### Wires at chosen ports, followed through buffers, run 1

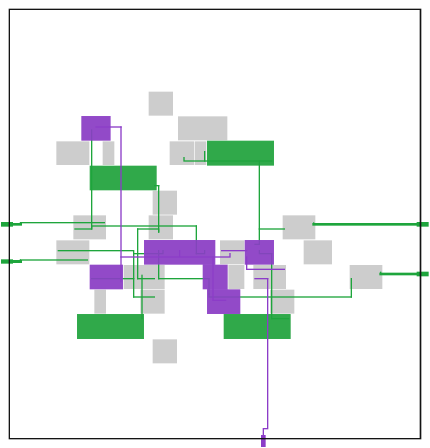
### The metal 2 layer, run 1

Cells faint in the background.
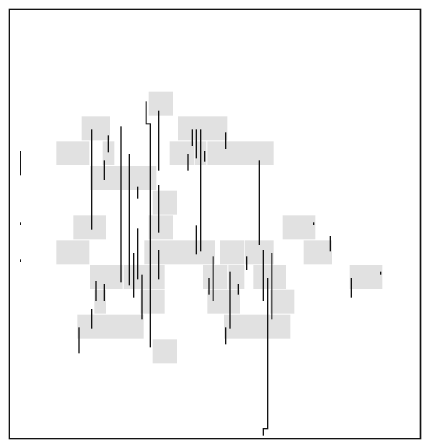
### Clock distribution, run 1

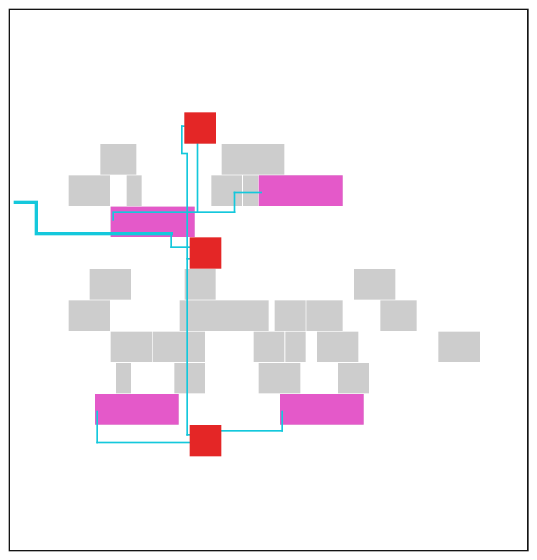
File: src/rtl/contador_4b_if.sv
// ---------------------------------------------------------------------------
// contador_4b_if
// Groups the data-side signals of the contador_4b counter so the counter
// and whatever drives it share one bundle. clk and reset stay outside the
// interface as plain module ports.
//
//   enable : count enable, driven by the master
//   count  : current counter value, driven by the counter
//   rco    : ripple-carry-out, driven by the counter
//
// Modports:
//   master : the side that drives enable and observes count/rco
//   slave  : the counter itself
// ---------------------------------------------------------------------------
interface contador_4b_if #(
  parameter int WIDTH = 4
);
  logic             enable;
  logic [WIDTH-1:0] count;
  logic             rco;

  modport master (
    output enable,
    input  count,
    input  rco
  );

  modport slave (
    input  enable,
    output count,
    output rco
  );
endinterface

File: src/rtl/contador_4b.sv
// ---------------------------------------------------------------------------
// contador_4b
// Unsigned WIDTH-bit up-counter with count enable and ripple-carry-out.
// The count wraps from 2^WIDTH-1 to 0 without an idle cycle.
//
// Ports:
//   clk    : rising-edge clock for all state
//   reset  : synchronous active-high reset (clears count and any rco state)
//   bus    : contador_4b_if.slave
//              bus.enable : 1 = advance on next rising edge, 0 = hold
//              bus.count  : current value, straight from a register
//              bus.rco    : ripple-carry-out
//
// Parameter:
//   WIDTH  : counter width in bits, 2..16 (default 4). Must match the WIDTH
//            of the connected interface instance.
//
// Configuration macro:
//   CONTADOR_RCO_REG_EN
//     undefined : rco = enable AND (count == all ones), purely combinational,
//                 so it drops the moment enable drops.
//     defined   : rco is a flip-flop that pulses high for exactly one cycle,
//                 the cycle in which count reads 0 right after a wrap.
//   The count path is the same in both builds.
// ---------------------------------------------------------------------------
module contador_4b #(
  parameter int WIDTH = 4
) (
  input  logic          clk,
  input  logic          reset,
  contador_4b_if.slave  bus
);

  logic [WIDTH-1:0] countReg;
  logic             atTerminal;

  // Full-width equality against all ones, so rco can never be asserted by a
  // partially decoded pattern while count bits are settling.
  assign atTerminal = (countReg == {WIDTH{1'b1}});

  // Counter register: reset beats enable, enable beats hold. The +1 simply
  // overflows to zero at terminal count, which gives the wrap for free.
  always_ff @(posedge clk) begin
    if (reset) begin
      countReg <= '0;
    end else if (bus.enable) begin
      countReg <= countReg + 1'b1;
    end
  end

  assign bus.count = countReg;

`ifdef CONTADOR_RCO_REG_EN
  logic rcoReg;

  // Registered carry: set on the edge that wraps terminal count to zero,
  // and cleared on every other edge, so it lines up with count == 0 for a
  // single cycle. A reset at terminal count kills the wrap, hence no pulse.
  always_ff @(posedge clk) begin
    if (reset) begin
      rcoReg <= 1'b0;
    end else begin
      rcoReg <= bus.enable && atTerminal;
    end
  end

  assign bus.rco = rcoReg;
`else
  // Combinational carry: high only while the counter sits at terminal count
  // and is allowed to advance, so cascaded stages step together.
  assign bus.rco = bus.enable && atTerminal;
`endif

endmodule

File: src/flat_wrapper.sv
// flat-port wrapper written by rule: the top's interface ports become plain ports
module contador_4b_flat 
#(
  parameter int WIDTH = 4
)
  (clk, reset, bus_enable, bus_count, bus_rco);
  contador_4b_if #(.WIDTH(WIDTH)) bus_i ();
  input  logic clk;
  input  logic reset;
  input wire logic [$bits(bus_i.enable)-1:0] bus_enable;
  output wire logic [$bits(bus_i.count)-1:0] bus_count;
  output wire logic [$bits(bus_i.rco)-1:0] bus_rco;
  assign bus_i.enable = bus_enable;
  assign bus_count = bus_i.count;
  assign bus_rco = bus_i.rco;
  contador_4b #(.WIDTH(WIDTH)) u_core (.clk(clk), .reset(reset), .bus(bus_i));
endmodule
File: config.mk
export PLATFORM = sky130hd
export DESIGN_NAME = contador_4b_flat
export DESIGN_NICKNAME = d
export VERILOG_FILES = /design/src/rtl/contador_4b_if.sv /design/src/rtl/contador_4b.sv /design/src/flat_wrapper.sv
export SDC_FILE = /design/constraint.sdc
export NUM_CORES = 1
export LEC_CHECK = 0
export CAP_MARGIN = 20
export CORE_AREA = 4 4 41 43
export CTS_CLUSTER_SIZE = 25
export DETAILED_ROUTE_END_ITERATION = 10
export DIE_AREA = 0 0 45 47
export PLACE_DENSITY = 0.32
export SLEW_MARGIN = 25
export SYNTH_ARGS = -nofsm -noshare
export SYNTH_HDL_FRONTEND = slang
export SYNTH_SLANG_ARGS = --single-unit
File: constraint.sdc
create_clock -name clk -period 1.5 [get_ports clk]
set_input_delay 0.15 -clock clk [delete_from_list [all_inputs] [get_ports clk]]
set_output_delay 0.15 -clock clk [all_outputs]
set_load 0.01 [all_outputs]
==> impl_metrics.env, run 1 <==
# implementation run metrics
export IMPL_setup_tns_ns=0
export IMPL_ys_dominant_reg_cell="dfxtp_1"
export IMPL_postCtsResizedCells=1
export IMPL_global_route_peak_usage_layer="met4"
export IMPL_common_cells="4 x dfxtp_1, 3 x nor2_1"
export IMPL_critPathTopFamily="flip-flops"
export IMPL_num_io_pins=8
export IMPL_design_final_nets=37
export IMPL_cts_inserted_buffers=3
export IMPL_post_synth_top_area_fraction_pct=38.32
export IMPL_initial_antenna_violation_count=0
export IMPL_outcome="completed"
export IMPL_max_slew_worst_pin_slew_ns=0.1823
export IMPL_edf_count=0
export IMPL_worst_path_max_fanout=3
export IMPL_synthesis_area_sq_um=209.0
export IMPL_critPathMaxStageDelay_ns=0.31
export IMPL_fill_cells=155
export IMPL_yosysMostFrequentCell="dfxtp_1"
export IMPL_leak_pwr_uw=0.0001520
export IMPL_cp_start_kind="flip-flop"
export IMPL_setup_clock_skew_after_layout_ns=0.002040
export IMPL_track_usage_pct=5.437
export IMPL_post_drt_wl_per_cell_um=9.957
export IMPL_route_top_layer_used="met3"
export IMPL_min_period_ns=1.395
export IMPL_ant_nets=0
export IMPL_cts_hold_fix_buffers=0
export IMPL_beginning_of_the_worst_hold_path="reset"
export IMPL_critical_path_n_buffers_inverters=1
export IMPL_wl_met3_um=42
export IMPL_fp_util_pct=16.06
export IMPL_syn_to_final_growth_pct=61.68
export IMPL_layout_cell_area_non_filler_sq_um=337.8
export IMPL_yosys_warnings=0
export IMPL_critical_path_reg2reg_startpoint="u_core.bus.count[2]$_SDFFE_PP0P_"
export IMPL_finalMaxSlewViolations=0
export IMPL_timing_worst_setup_path_type="reg2out"
export IMPL_synth_largest_area_cell="dfxtp_1"
export IMPL_cts_clk_slew_worst_paths_ns=0.04
export IMPL_core_area_sq_um=1301
export IMPL_post_layout_total_power_uw=306.3
export IMPL_drt_met1_wl_um=214
export IMPL_setup_violations_final=0
export IMPL_gp_routability_congestion=0.6862
export IMPL_ys_async_sr_fraction_pct=0
export IMPL_timing_critical_path_cells="ha_1 > and4_1 > dlygate4sd2_1"
export IMPL_cp_slowest_cell="dfxtp_1"
export IMPL_highest_clock_frequency_the_design_can_meet_mhz=717.0
export IMPL_drv_cap=0
export IMPL_chipHeight_um=47
export IMPL_fin_hold_ws_ns=0.5603
export IMPL_placement_cell_area_sq_um=316.6
export IMPL_pwr_density_cell_nw_per_um2=906.7
export IMPL_numPortBuffers=7
export IMPL_clock_root_buffer="clkbuf_4"
export IMPL_synth_avg_cell_area_sq_um=11.61
export IMPL_timing_critical_path_from="u_core.bus.count[0]$_SDFFE_PP0P_"
export IMPL_slew_limit_headroom_pct=87.81
export IMPL_totalWireLength_um=458
export IMPL_setup_worst_path_end_class="output port"
export IMPL_warnings=26
export IMPL_grt_pass1_wl_um=703
export IMPL_yosys_stat_chipArea_sq_um=209.0
export IMPL_postSynthCellCount=18
export IMPL_min_period_over_period_pct=92.98
export IMPL_first_global_vias=162
export IMPL_global_route_usage_met3_pct=2.682
export IMPL_first_iter_violations=1
export IMPL_cts_htree_levels=1
export IMPL_max_reg_flops=4
export IMPL_type_of_the_most_critical_hold_path="in2reg"
export IMPL_vdd_ir_drop_max_mv=0.2335
export IMPL_grt_max_degree=6
-- 'Wires at chosen ports, followed through buffers' (at the start) --
legend:
  purple:
    port: bus_enable
    bits: 1
    direction: input
    edge: bottom
    end_cells: 6
    buffers: 2
    wire: 66.2 um
  green:
    port: bus_count
    bits: 4
    direction: output
    edge: 2 left, 2 right
    end_cells: 4
    buffers: 7
    wire: 169 um

-- 'The metal 2 layer' (at the start) --
share of all routed wire: 44%
main direction: vertical
nets with wire on the layer: 32
wire length on this layer: 201 um

-- 'Clock distribution' (at the start) --
legend:
  red:
    item: clock-net drivers
    count: 3
  cyan:
    item: clock wires
    length: 93.0 um
  magenta:
    item: flip-flops
    count: 4
routed clock nets: 4
source-to-sink clock delay at the later pin of the worst-skew pair: 0.23 ns
clock network power: 136 uW

[run 1: placed cells by master, fill, tap and decap left out, types with 3 or more instances in the layout]
| master | Yosys | layout |
|---|---|---|
| clkdlybuf4s50_1 | 0 | 6 |
| dfxtp_1 | 4 | 4 |
| nor2_1 | 3 | 3 |
| buf_4 | 0 | 4 |
| clkbuf_4 | 0 | 3 |
[run 1: final timing paths]
path | cells after the start | to | slack [ns]
worst max-delay path | 3 | bus_rco | 0.11
worst min-delay path | 2 | u_core.bus.count[0]$_SDFFE_PP0P_ | 0.56
worst max register to register | 3 | u_core.bus.count[3]$_SDFFE_PP0P_ | 0.54
worst min register to register | 2 | u_core.bus.count[3]$_SDFFE_PP0P_ | 0.59
[run 1: final cells by class]
type / instances / area, sq um / area share [%]
flip-flops and latches: 4 / 80.08 / 23.70
well taps: 15 / 18.77 / 5.556
multi-input cells: 13 / 117.6 / 34.81
clock buffers: 3 / 22.52 / 6.667
repair buffers: 11 / 98.84 / 29.26
[run 1: stage by stage]
stage / std cells / setup WS [ns] / utilization [%]
floorplan: 18 / 0.4493 / -
global placement: 43 / 0.03942 / 24.33
detailed placement: 43 / 0.03205 / 24.33
CTS: 46 / 0.09455 / 25.96
global route: 46 / 0.06244 / 25.96
finish: 46 / 0.1053 / 25.96
[run 1: report_power, final]
part,switching (uW),total (uW),internal [uW]
Combinational,23.3,54.7,31.3
Sequential,3.01,116,113
Clock,46.2,136,89.7
[run 1: cells by family after synthesis]
family                     Yosys count  synth area share, %
xor gates and xnor gates             1                4.192
AOI/OAI and AO/OA                    2                7.184
buffers and inverters                1                5.389
muxes                                2                11.97
adders and majority gates            1                5.987
and+or+nand+nor                      7                26.95
DFF                                  4                38.32
### Met3 routing, run 1

Bar = 10 um.
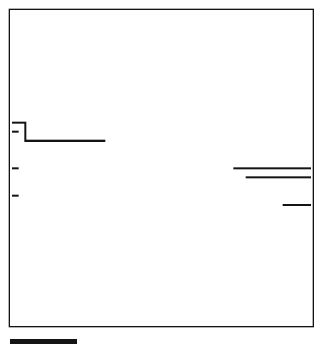

--- run 2 (diff from run 1) ---
clock period = 1.68 ns   (was 1.5 ns; I/O delays follow)
### Met3 routing, run 2

Bar = 10 um.
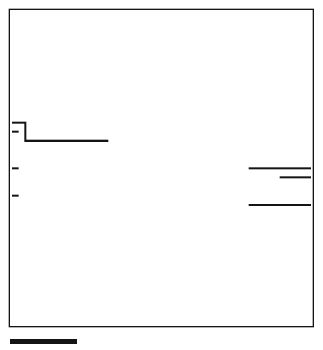
longest straight run: 12.2 um
nets with wire on the layer: 7
share of all routed wire: 8.2%
wire length on this layer: 41.1 um
main direction: horizontal

==> impl_metrics.env, run 2 <==
# implementation run metrics
export IMPL_max_slew_worst_pin_slew_ns=0.2267
export IMPL_grt_pass1_wl_um=745
export IMPL_drt_met1_wl_um=239
export IMPL_core_area_sq_um=1301
export IMPL_multiplexer_share_of_the_synthesized_area_pct=11.98
export IMPL_slew_limit_headroom_pct=84.87
export IMPL_fill_cells=159
export IMPL_synth_largest_area_cell="dfxtp_1"
export IMPL_fp_util_pct=16.06
export IMPL_top_non_seq_family="simple AND/OR/NAND/NOR gates"
export IMPL_type_of_the_most_critical_hold_path="reg2reg"
export IMPL_placement_setup_worst_slack_ns=0.1372
export IMPL_cp_start_kind="flip-flop"
export IMPL_timing_worst_setup_path_type="reg2out"
export IMPL_setup_clock_skew_after_layout_ns=0.002054
export IMPL_ys_async_sr_fraction_pct=0
export IMPL_setup_violations_final=0
export IMPL_min_period_over_period_pct=85.02
export IMPL_final_layout_top_logic_cells="6 x clkdlybuf4s50_1, 3 x nor2_1, 3 x clkbuf_4, 3 x dfxtp_1, 2 x buf_4"
export IMPL_max_reg_flops=4
export IMPL_edf_count=0
export IMPL_synth_avg_cell_area_sq_um=11.61
export IMPL_outcome="completed"
export IMPL_initial_antenna_violation_count=0
export IMPL_min_period_ns=1.428
export IMPL_track_usage_pct=5.762
export IMPL_fin_util_pct=25.10
export IMPL_critPathMaxStageDelay_ns=0.37
export IMPL_post_drt_wl_per_cell_um=11.32
export IMPL_power_share_of_the_clock_group_pct=44.7
export IMPL_setup_tns_ns=0
export IMPL_ys_sh_aoi_pct=7.186
export IMPL_wl_met3_um=41
export IMPL_syn_to_final_growth_pct=56.29
export IMPL_leak_pwr_uw=0.0001391
export IMPL_common_cells="4 x dfxtp_1, 3 x nor2_1"
export IMPL_timing_critical_path_cells="ha_2 > and4_1 > dlygate4sd2_1"
export IMPL_vdd_ir_drop_max_mv=0.1957
export IMPL_global_route_usage_met3_pct=2.299
export IMPL_finalMaxSlewViolations=0
export IMPL_ys_dominant_reg_cell="dfxtp_1"
export IMPL_drv_cap=0
export IMPL_first_global_vias=171
export IMPL_num_io_pins=8
export IMPL_chipHeight_um=47
export IMPL_design_final_nets=35
export IMPL_first_iter_violations=0
export IMPL_yosys_area_share_adder_pct=5.988
export IMPL_cp_slowest_cell="dfxtp_2"
export IMPL_clock_root_buffer="clkbuf_4"
export IMPL_yosysMostFrequentCell="dfxtp_1"
export IMPL_yosys_warnings=0
export IMPL_switching_pwr_uw=66.12
export IMPL_power_internal_uw=206.5
export IMPL_setup_slack_ns=0.2516
export IMPL_setup_worst_path_end_class="output port"
export IMPL_highest_count_logic_cell_in_the_final_layout="clkdlybuf4s50_1"
export IMPL_cts_htree_levels=1
export IMPL_critPathTopFamily="flip-flops"
export IMPL_multiInputGateArea_sq_um=120.1
export IMPL_placed_cells=41
export IMPL_cts_inserted_buffers=3
export IMPL_power_frac_comb_pct=15.8
export IMPL_yosys_stat_chipArea_sq_um=209.0
export IMPL_yosys_area_share_xor_xnor_pct=4.192
export IMPL_non_filler_cells_in_the_finished_layout=44
export IMPL_grt_max_degree=6
## run 2: repair_timing
action	CTS	global route
endpoints found under the setup margin	1	0
hold endpoints to repair	0	0
resized	3	0
buffers inserted	0	0
## run 2: per-stage QoR
| step | cell area [sq um] | hold WS (ns) |
|---|---|---|
| after global placement | 301.5 | 0.5718 |
| after floorplan | 209.0 | 0.2371 |
| final | 326.6 | 0.5591 |
| after detailed placement | 301.5 | 0.5860 |
| after global routing | 326.6 | 0.5871 |
| after CTS | 326.6 | 0.5662 |
## run 2: path summary, 6_finish.rpt
kind | startpoint | to | slack, ns | depth (start not counted)
max | u_core.bus.count[1]$_SDFFE_PP0P_ | bus_rco | 0.25 | 3
min | u_core.bus.count[1]$_SDFFE_PP0P_ | u_core.bus.count[1]$_SDFFE_PP0P_ | 0.56 | 2
max reg2reg | u_core.bus.count[0]$_SDFFE_PP0P_ | u_core.bus.count[3]$_SDFFE_PP0P_ | 0.72 | 3
min reg2reg | u_core.bus.count[1]$_SDFFE_PP0P_ | u_core.bus.count[1]$_SDFFE_PP0P_ | 0.56 | 2
## run 2: cell type report
cell class                 instances  share of cell area, %
clock buffer                       3                  6.897
multi-input combinational         13                  36.78
sequential                         4                  24.90
tap                               15                  5.747
timing repair buffer               9                  25.67
## run 2: power groups by stage
stage / clock (uW) / combinational, uW / sequential (uW)
after detailed placement: 0 / 43.1 / 108
after global routing: 137 / 47.0 / 108
final: 122 / 43.1 / 108
after CTS: 131 / 43.9 / 107
after global placement: 0 / 42.7 / 108
after floorplan: 0 / 16.3 / 112
## run 2: cell families after synthesis
kind of cell	after synthesis
flops	4
fa+ha+maj	1
mux	2
compound gates	2
simple gates	7
xor+xnor	1
buf+inv	1
### The metal 2 layer, run 2

Cells faint in the background.
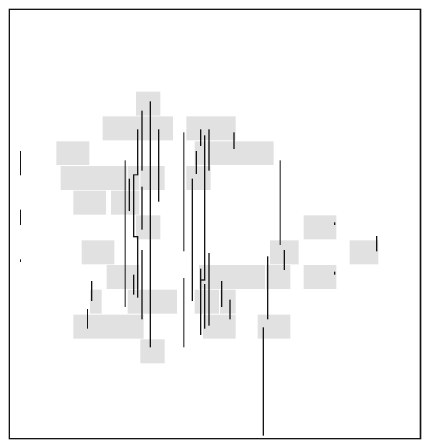

--- run 3 (diff from run 2) ---
CELL_PAD_IN_SITES_DETAIL_PLACEMENT = 2   (was unset)
CELL_PAD_IN_SITES_GLOBAL_PLACEMENT = 2   (was unset)
PLACE_DENSITY = 0.47   (was 0.32)
### The metal 2 layer, run 3

Cells faint in the background.
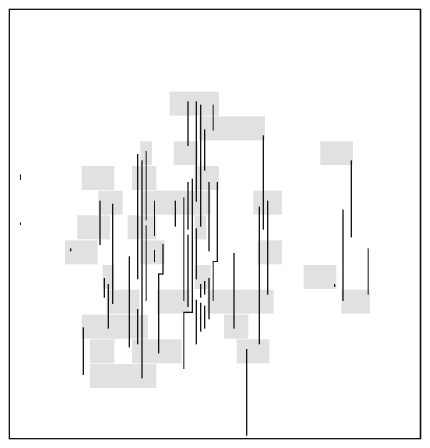
share of all routed wire: 54%
nets with wire on the layer: 34
longest straight run: 23.8 um

==> impl_metrics.env, run 3 <==
# implementation run metrics
export IMPL_min_period_over_period_pct=85.47
export IMPL_cts_htree_levels=1
export IMPL_post_layout_total_power_uw=271.6
export IMPL_beginning_of_the_worst_hold_path="reset"
export IMPL_powerSeq_uw=105
export IMPL_first_iter_violations=1
export IMPL_layout_cell_area_non_filler_sq_um=332.8
export IMPL_pwr_density_cell_nw_per_um2=816.0
export IMPL_design_final_nets=36
export IMPL_yosysMostFrequentCell="dfxtp_1"
export IMPL_fin_hold_ws_ns=0.5836
export IMPL_switching_share_pct=23.22
export IMPL_yosys_stat_chipArea_sq_um=209.0
export IMPL_ys_async_sr_fraction_pct=0
export IMPL_outcome="completed"
export IMPL_pwr_group_clock_uw=116
export IMPL_post_synth_top_area_fraction_pct=38.32
export IMPL_timing_worst_setup_path_type="reg2out"
export IMPL_clkLatencyLatePin_ns=0.23
export IMPL_cts_inserted_buffers=3
export IMPL_syn_to_final_growth_pct=59.28
export IMPL_cp_start_kind="flip-flop"
export IMPL_reg2reg_setup_slack_ns=0.70
export IMPL_slew_limit_headroom_pct=84.48
export IMPL_num_io_pins=8
export IMPL_grt_pass1_wl_um=1014
export IMPL_switching_pwr_uw=63.06
export IMPL_placed_cells=42
export IMPL_highest_clock_frequency_the_design_can_meet_mhz=696.4
export IMPL_placement_setup_worst_slack_ns=0.1272
export IMPL_vdd_ir_drop_max_mv=0.3209
export IMPL_ant_nets=0
export IMPL_yosys_warnings=0
export IMPL_leak_pwr_uw=0.0001440
export IMPL_core_area_sq_um=1301
export IMPL_setup_tns_ns=0
export IMPL_postSynthCellCount=18
export IMPL_highest_count_logic_cell_in_the_final_layout="clkdlybuf4s50_1"
export IMPL_cts_clk_slew_worst_paths_ns=0.03
export IMPL_power_share_of_the_clock_group_pct=42.9
export IMPL_power_frac_comb_pct=18.3
export IMPL_min_delay_path_depth=2
export IMPL_totalWireLength_um=588
export IMPL_track_usage_pct=7.965
export IMPL_non_filler_cells_in_the_finished_layout=45
export IMPL_max_slew_worst_pin_slew_ns=0.2325
export IMPL_synthesis_area_sq_um=209.0
export IMPL_post_drt_wl_per_cell_um=13.07
export IMPL_first_global_vias=228
export IMPL_synth_largest_area_cell="dfxtp_1"
export IMPL_edf_count=0
export IMPL_timing_critical_path_from="u_core.bus.count[0]$_SDFFE_PP0P_"
export IMPL_finalMaxSlewViolations=0
export IMPL_setup_worst_path_end="bus_count[0]"
export IMPL_numPortBuffers=7
export IMPL_post_cts_repair_setup_buffers=0
export IMPL_placement_cell_area_sq_um=309.0
export IMPL_setup_worst_path_end_class="output port"
export IMPL_type_of_the_most_critical_hold_path="in2reg"
export IMPL_drv_cap=0
export IMPL_clock_root_buffer="clkbuf_4"
[run 3: cell counts after synthesis]
No cell type changed its count.
[run 3: repair_timing]
action,4_1_cts,5_1_grt
gates resized,2,0
setup endpoints to repair,1,0
hold endpoints to repair,0,0
[run 3: how the worst min path moves through the flow]
stage                                       endpoint
global placement    u_core.bus.count[3]$_SDFFE_PP0P_
floorplan           u_core.bus.count[2]$_SDFFE_PP0P_
detailed placement  u_core.bus.count[3]$_SDFFE_PP0P_
CTS                 u_core.bus.count[1]$_SDFFE_PP0P_
finish              u_core.bus.count[1]$_SDFFE_PP0P_
global route        u_core.bus.count[1]$_SDFFE_PP0P_
[run 3: kinds of logic (layout without fill, tap and decap cells)]
family	after synthesis	after routing	share of synthesized area, %
AND-OR/OR-AND	2	2	7.184
XOR/XNOR	1	1	4.192
adder cells (fa/ha/maj)	1	1	5.987
buffers and inverters	1	13	5.389
flip-flops	4	4	38.32
multiplexers	2	2	11.97
AND/OR/NAND/NOR	7	7	26.95
[run 3: final cells by class]
cell class	instances	area (sq um)
fill	156	968.4
multi-input combinational	13	120.1
timing repair buffer	10	91.34
sequential	4	80.08
clock buffer	3	22.52
tap	15	18.77
[run 3: per-layer routing]
| metal | vias up | track usage [%] | wire, um | share of wire (%) |
|---|---|---|---|---|
| met5 | - | 0 | 0 | 0 |
| met4 | 0 | 8.772 | 10 | 1.7 |
| met3 | 2 | 5.747 | 44 | 7.5 |
| met2 | 7 | 11.86 | 316 | 54 |
| met1 | 96 | 6.561 | 216 | 37 |
| li1 | 89 | - | - | - |
[run 3: worst max-delay path, cell delays in order (launching register included)]
cell	delay, ns
dfxtp_1	0.35
buf_4	0.15
clkdlybuf4s50_1	0.53
No activity file was given, so power comes from the tool's default toggle rates.
